<file path="src/rtl/snake_game_fsm.sv">
// rtl/snake_game_fsm.sv - snake game sequencer: body, direction latch, food placement, win/lose
module snake_game_fsm #(
  parameter logic [7:0] START_POS = 8'h88,
  parameter int         START_LEN = 3,
  parameter int         WIN_LEN   = 15,
  parameter logic [7:0] LFSR_SEED = 8'hA5
) (
  input  logic         Clk,
  input  logic         Reset,
  input  logic         Start,
  input  logic         BtnU,
  input  logic         BtnD,
  input  logic         BtnL,
  input  logic         BtnR,
  input  logic         Tick,
  output logic         Qi,
  output logic         Qc,
  output logic         Qw,
  output logic         Ql,
  output logic [7:0]   Food,
  output logic [3:0]   Length,
  output logic [127:0] Locations_Flat
);

  typedef enum logic [2:0] {INIT, PLACE, PLAY, WIN, LOSE} state_t;

  // Directions are encoded so that the opposite of d is d ^ 1.
  localparam logic [1:0] DIR_U = 2'd0;
  localparam logic [1:0] DIR_D = 2'd1;
  localparam logic [1:0] DIR_L = 2'd2;
  localparam logic [1:0] DIR_R = 2'd3;

  localparam logic [3:0] START_LEN_L = 4'(START_LEN);
  localparam logic [3:0] WIN_LEN_L   = 4'(WIN_LEN);

  state_t     state_q, state_nxt;
  logic [1:0] dir_q, dir_nxt, pend_q, pend_nxt;
  logic [7:0] lfsr_q, lfsr_nxt;
  logic [7:0] seg_q   [16];
  logic [7:0] seg_nxt [16];
  logic [7:0] food_nxt;
  logic [3:0] len_nxt, len_inc;
  logic [7:0] head, nh;
  logic       wall_hit, body_hit, place_hit;
  logic       btn_any, do_shift;
  logic [1:0] btn_dir;

  // Priority-encode the direction buttons (U > D > L > R)
  always_comb begin
    btn_any = BtnU | BtnD | BtnL | BtnR;
    btn_dir = DIR_R;
    if (BtnU)      btn_dir = DIR_U;
    else if (BtnD) btn_dir = DIR_D;
    else if (BtnL) btn_dir = DIR_L;
  end

  // Next head cell, wall test, self-collision test and food-candidate test
  always_comb begin
    head     = seg_q[0];
    nh       = head;
    wall_hit = 1'b0;
    case (pend_q)
      DIR_U: begin nh = head - 8'd16; wall_hit = (head[7:4] == 4'd0);  end
      DIR_D: begin nh = head + 8'd16; wall_hit = (head[7:4] == 4'd15); end
      DIR_L: begin nh = head - 8'd1;  wall_hit = (head[3:0] == 4'd0);  end
      default: begin nh = head + 8'd1; wall_hit = (head[3:0] == 4'd15); end
    endcase
    body_hit  = 1'b0;
    place_hit = 1'b0;
    for (int i = 0; i < 16; i++) begin
      // the tail slot is about to vacate, so it cannot be hit
      if ((i < int'(Length) - 1) && (seg_q[i] == nh))     body_hit  = 1'b1;
      if ((i < int'(Length))     && (seg_q[i] == lfsr_q)) place_hit = 1'b1;
    end
  end

  // Next-state, body, length, food and direction-latch logic
  always_comb begin
    state_nxt = state_q;
    dir_nxt   = dir_q;
    pend_nxt  = pend_q;
    lfsr_nxt  = {lfsr_q[6:0], lfsr_q[7] ^ lfsr_q[5] ^ lfsr_q[4] ^ lfsr_q[3]};
    food_nxt  = Food;
    len_nxt   = Length;
    len_inc   = Length + 4'd1;
    do_shift  = 1'b0;
    for (int i = 0; i < 16; i++) seg_nxt[i] = seg_q[i];

    case (state_q)
      INIT: begin
        if (Start) begin
          for (int i = 0; i < 16; i++)
            seg_nxt[i] = (i < START_LEN) ? (START_POS - 8'(i)) : 8'h00;
          len_nxt   = START_LEN_L;
          state_nxt = PLACE;
        end
      end
      PLACE: begin
        if (!place_hit) begin
          food_nxt  = lfsr_q;
          state_nxt = PLAY;
        end
      end
      PLAY: begin
        if (Tick) begin
          dir_nxt = pend_q;
          if (wall_hit) begin
            state_nxt = LOSE;
          end else if (nh == Food) begin
            do_shift  = 1'b1;
            len_nxt   = len_inc;
            state_nxt = (len_inc == WIN_LEN_L) ? WIN : PLACE;
          end else if (body_hit) begin
            state_nxt = LOSE;
          end else begin
            do_shift = 1'b1;
          end
        end
      end
      default: begin
        if (Start) begin
          for (int i = 0; i < 16; i++) seg_nxt[i] = 8'h00;
          len_nxt   = 4'd0;
          state_nxt = INIT;
        end
      end
    endcase

    if (do_shift) begin
      for (int i = 15; i > 0; i--) seg_nxt[i] = seg_q[i-1];
      seg_nxt[0] = nh;
    end

    // A press opposite to the direction in force after this cycle is dropped
    if (btn_any && (btn_dir != (dir_nxt ^ 2'b01)))
      pend_nxt = btn_dir;

    // A new game always starts heading right
    if ((state_q == INIT) && Start) begin
      dir_nxt  = DIR_R;
      pend_nxt = DIR_R;
    end
  end

  // State, datapath and registered flag outputs
  always_ff @(posedge Clk or posedge Reset) begin
    if (Reset) begin
      state_q <= INIT;
      dir_q   <= DIR_R;
      pend_q  <= DIR_R;
      lfsr_q  <= LFSR_SEED;
      Food    <= 8'h00;
      Length  <= 4'd0;
      Qi      <= 1'b1;
      Qc      <= 1'b0;
      Qw      <= 1'b0;
      Ql      <= 1'b0;
      for (int i = 0; i < 16; i++) seg_q[i] <= 8'h00;
    end else begin
      state_q <= state_nxt;
      dir_q   <= dir_nxt;
      pend_q  <= pend_nxt;
      lfsr_q  <= lfsr_nxt;
      Food    <= food_nxt;
      Length  <= len_nxt;
      Qi      <= (state_nxt == INIT);
      Qc      <= (state_nxt == PLAY);
      Qw      <= (state_nxt == WIN);
      Ql      <= (state_nxt == LOSE);
      for (int i = 0; i < 16; i++) seg_q[i] <= seg_nxt[i];
    end
  end

  // Flatten the body, head in the top byte
  always_comb begin
    Locations_Flat = '0;
    for (int i = 0; i < 16; i++) Locations_Flat[127 - 8*i -: 8] = seg_q[i];
  end

endmodule

</file>
<file path="config.mk">
export PLATFORM = sky130hd
export DESIGN_NAME = snake_game_fsm
export DESIGN_NICKNAME = d
export VERILOG_FILES = /design/src/rtl/snake_game_fsm.sv
export SDC_FILE = /design/constraint.sdc
export NUM_CORES = 1
export LEC_CHECK = 0
export ABC_CLOCK_PERIOD_IN_PS = 17000
export CELL_PAD_IN_SITES_DETAIL_PLACEMENT = 0
export CELL_PAD_IN_SITES_GLOBAL_PLACEMENT = 1
export CORE_MARGIN = 1.5
export CORE_UTILIZATION = 40
export CTS_CLUSTER_DIAMETER = 100
export CTS_CLUSTER_SIZE = 8
export DETAILED_ROUTE_END_ITERATION = 16
export MAX_ROUTING_LAYER = met4
export PLACE_DENSITY = 0.86
export SLEW_MARGIN = 5
export SYNTH_ARGS = -nofsm -noshare
export SYNTH_HDL_FRONTEND = slang
export SYNTH_SLANG_ARGS = --single-unit
export TNS_END_PERCENT = 1
</file>
<file path="constraint.sdc">
create_clock -name Clk -period 17 [get_ports Clk]
set_input_delay 3.4 -clock Clk [delete_from_list [all_inputs] [get_ports Clk]]
set_output_delay 3.4 -clock Clk [all_outputs]
set_load 0.02 [all_outputs]
</file>
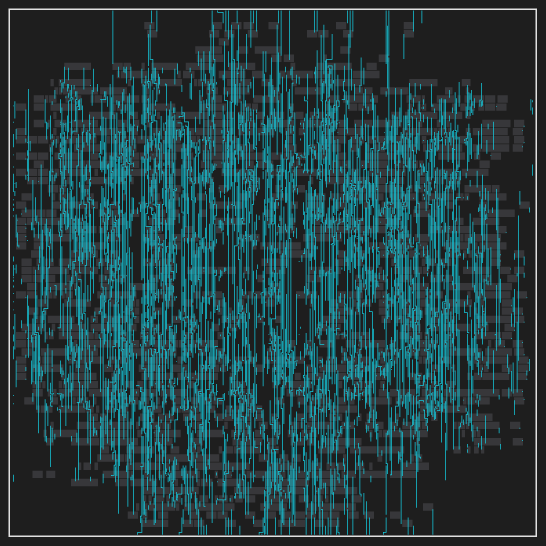
(run_1/layer_met2.png)
(3 px per µm)
1,151 nets have wire on it. The wires run mostly vertical.
met2 Use GR: 0.457
DR vias: 11,200
final wirelength: 46.8 mm

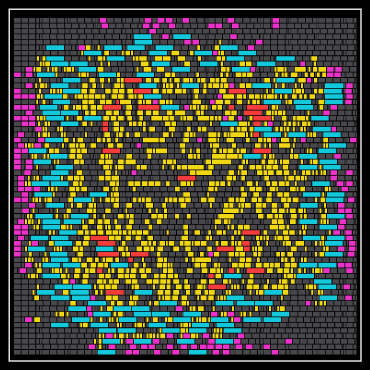
(run_1/placement_by_type.png)
(2 px per µm) Fill, decap, tap and diode cells in gray.
Key: clock drivers and dummy loads = red [cells 32]; combinational and other logic = yellow [cells 1,112]; sequential cells = cyan [cells 159]; remaining buffers and delay cells = magenta [cells 175]

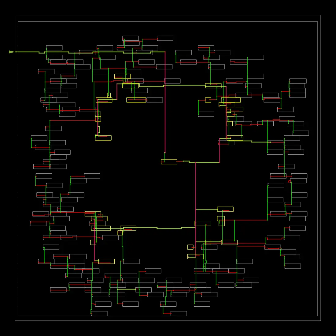
(run_1/clocks.png)
skew final: 0.0100 ns
Late-Pin Clk Latency: 0.45 ns
Power Clock: 420 µW
CLK BUF: 17
Seq cells: 159

==> out/metrics.yaml, run 1 <==
startpoint: "pend_q[1]"
synth.largest_area_cell: "dfrtp_1"
grt_max_degree: 112
grt.busiest_layer: "met2"
yosysCellCount: 1410
tritoncts: "done"
vdd.ir_drop.worst_v: 0.0000844
synthCells: 1410
yosys.area_share.aoi: 0.168
io_pins: 152
area_leaders: "dfrtp_1, xnor2_1, xor2_1"
cp_slowest_cell: "dfstp_2"
cts_hold_buf: 0
synth_warnings: 0
r2r_start: "pend_q[1]"
crit_chain: "buf_4 -> inv_1 -> nand2_1 -> inv_1 -> fa_1 -> xnor2_1 -> buf_4 -> xnor2_1 -> o22ai_1 -> o2111ai_1 -> a2111oi_2 -> a32oi_1 -> o221ai_1 -> or4b_1 -> nor4_1 -> o21a_4 -> buf_4 -> o21ai_0"
die_area_um2: 30700
routabilityCongestion: 1.06
crit_fanout: 111
setup.worst_path.end_class: "flop"
drt-vias-per-instance: 6.00
clk_pin_slew_ns: 0.07
fin_nets: 1481
logic_area_um2: 6960
cp.arrival_ns: 8.07
worst_slew_pin_slew_ns: 1.34
fin_area_um2: 14100
synth-async-reset-ratio: 1.00
top_cells_by_count: "nand2_1, dfrtp_1, xnor2_1, xor2_1, o21ai_0"
cts-resized-gates: 0
ys_seq_elements: 159
status: "completed"
hold_violations: 0
core-area_um2: 28900
critPathBufInv: 5
met1_length_mm: 20.8
largest_reg_flops: 120
==> run 1: final cells by class <==
| type | count | share of cell area |
|---|---|---|
| sequential | 159 | 0.284 |
| tap | 384 | 0.0341 |
| inverter | 84 | 0.0228 |
| antenna | 2 | 0.000356 |
| clock buffer | 17 | 0.0302 |
| clock inverter | 15 | 0.0139 |
| timing repair buffer | 175 | 0.120 |
| multi-input combinational | 1028 | 0.495 |
==> run 1: power breakdown <==
part | switching [mW] | internal, mW | leakage, nW
Clock | 0.183 | 0.236 | 0.303
Combinational | 0.891 | 0.484 | 3.47
Sequential | 0.0974 | 0.419 | 2.15
Total | 1.17 | 1.14 | 5.93
==> run_1/io_fan.png <==
(2 px per µm)
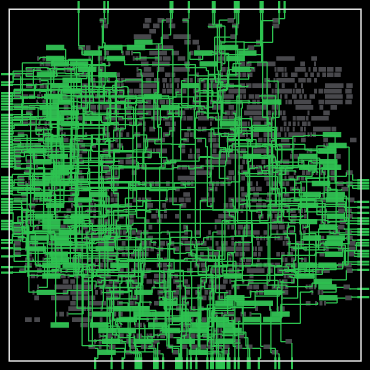

==> run 1 -> run 2 <==
ABC_CLOCK_PERIOD_IN_PS = 7700   (was 17000)
clock period = 7.7 ns   (was 17 ns; I/O delays follow)
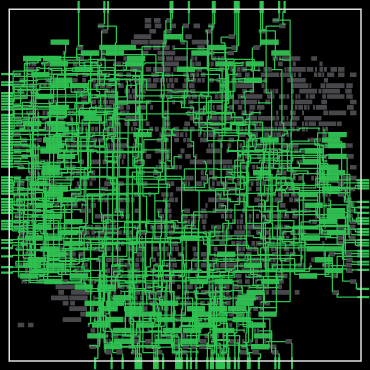
(run_2/io_fan.png)
(2 px per µm)
Key: Locations_Flat = green [bits 128, direction output, edge 53 left, 36 bottom, 24 right, 15 top, end cells 128, buffers 133, wire 16,700 µm]

==> out/metrics.yaml, run 2 <==
crit_chain: "nand2b_1 -> xnor2_1 -> ha_1 -> nand4_1 -> o311a_4 -> xnor2_2 -> xor2_1 -> a2111oi_2 -> a32oi_1 -> o221ai_1 -> or4b_1 -> nor4_1 -> o21a_4 -> buf_12 -> o21ai_0"
r2r_start: "pend_q[0]"
io_pins: 152
fin_skew_ns: 0.0132
clk_share: 0.0421
power_leader: "combinational logic"
area_leaders: "dfrtp_1, xnor2_1, xor2_1"
num-nonclk-inverters: 84
cp.arrival_ns: 6.77
flops: 159
vias: 11200
worst_slew_pin_slew_ns: 1.40
comb_power_share: 0.601
drt-vias-per-instance: 6.01
p_int_mw: 2.47
setup.worst_path.end_class: "flop"
seq_share: 0.284
taps: 384
hold_violations: 0
power_frac_seq: 0.224
p_sw_frac: 0.516
buf_share: 0.123
pwr-share-clk: 0.175
status: "completed"
drt-total-wl_mm: 47.4
comb_share: 0.495
clk_pin_slew_ns: 0.08
cp_slowest_cell: "xnor2_2"
num-nonclk-buffers: 176
## run 2: cell families after synthesis
group | after synthesis | synth area share
and+or+nand+nor | 425 | 0.173
adders and majority gates | 8 | 0.00907
DFF | 159 | 0.336
AOI/OAI and AO/OA | 295 | 0.168
xor gates and xnor gates | 281 | 0.218
muxes | 19 | 0.0172
buffers and inverters | 223 | 0.0790
## run 2: worst register-to-register path, stage by stage, from the launching register on
cell,delay [ns]
dfstp_2,0.77
nand2b_1,0.30
xnor2_1,0.15
ha_1,0.36
nand4_1,0.25
o311a_4,0.28
xnor2_2,1.08
xor2_1,0.24
a2111oi_2,0.10
a32oi_1,0.25
o221ai_1,0.13
or4b_1,0.51
nor4_1,0.51
o21a_4,0.72
buf_12,0.45
o21ai_0,0.22
Power and IR drop assume default switching activity.
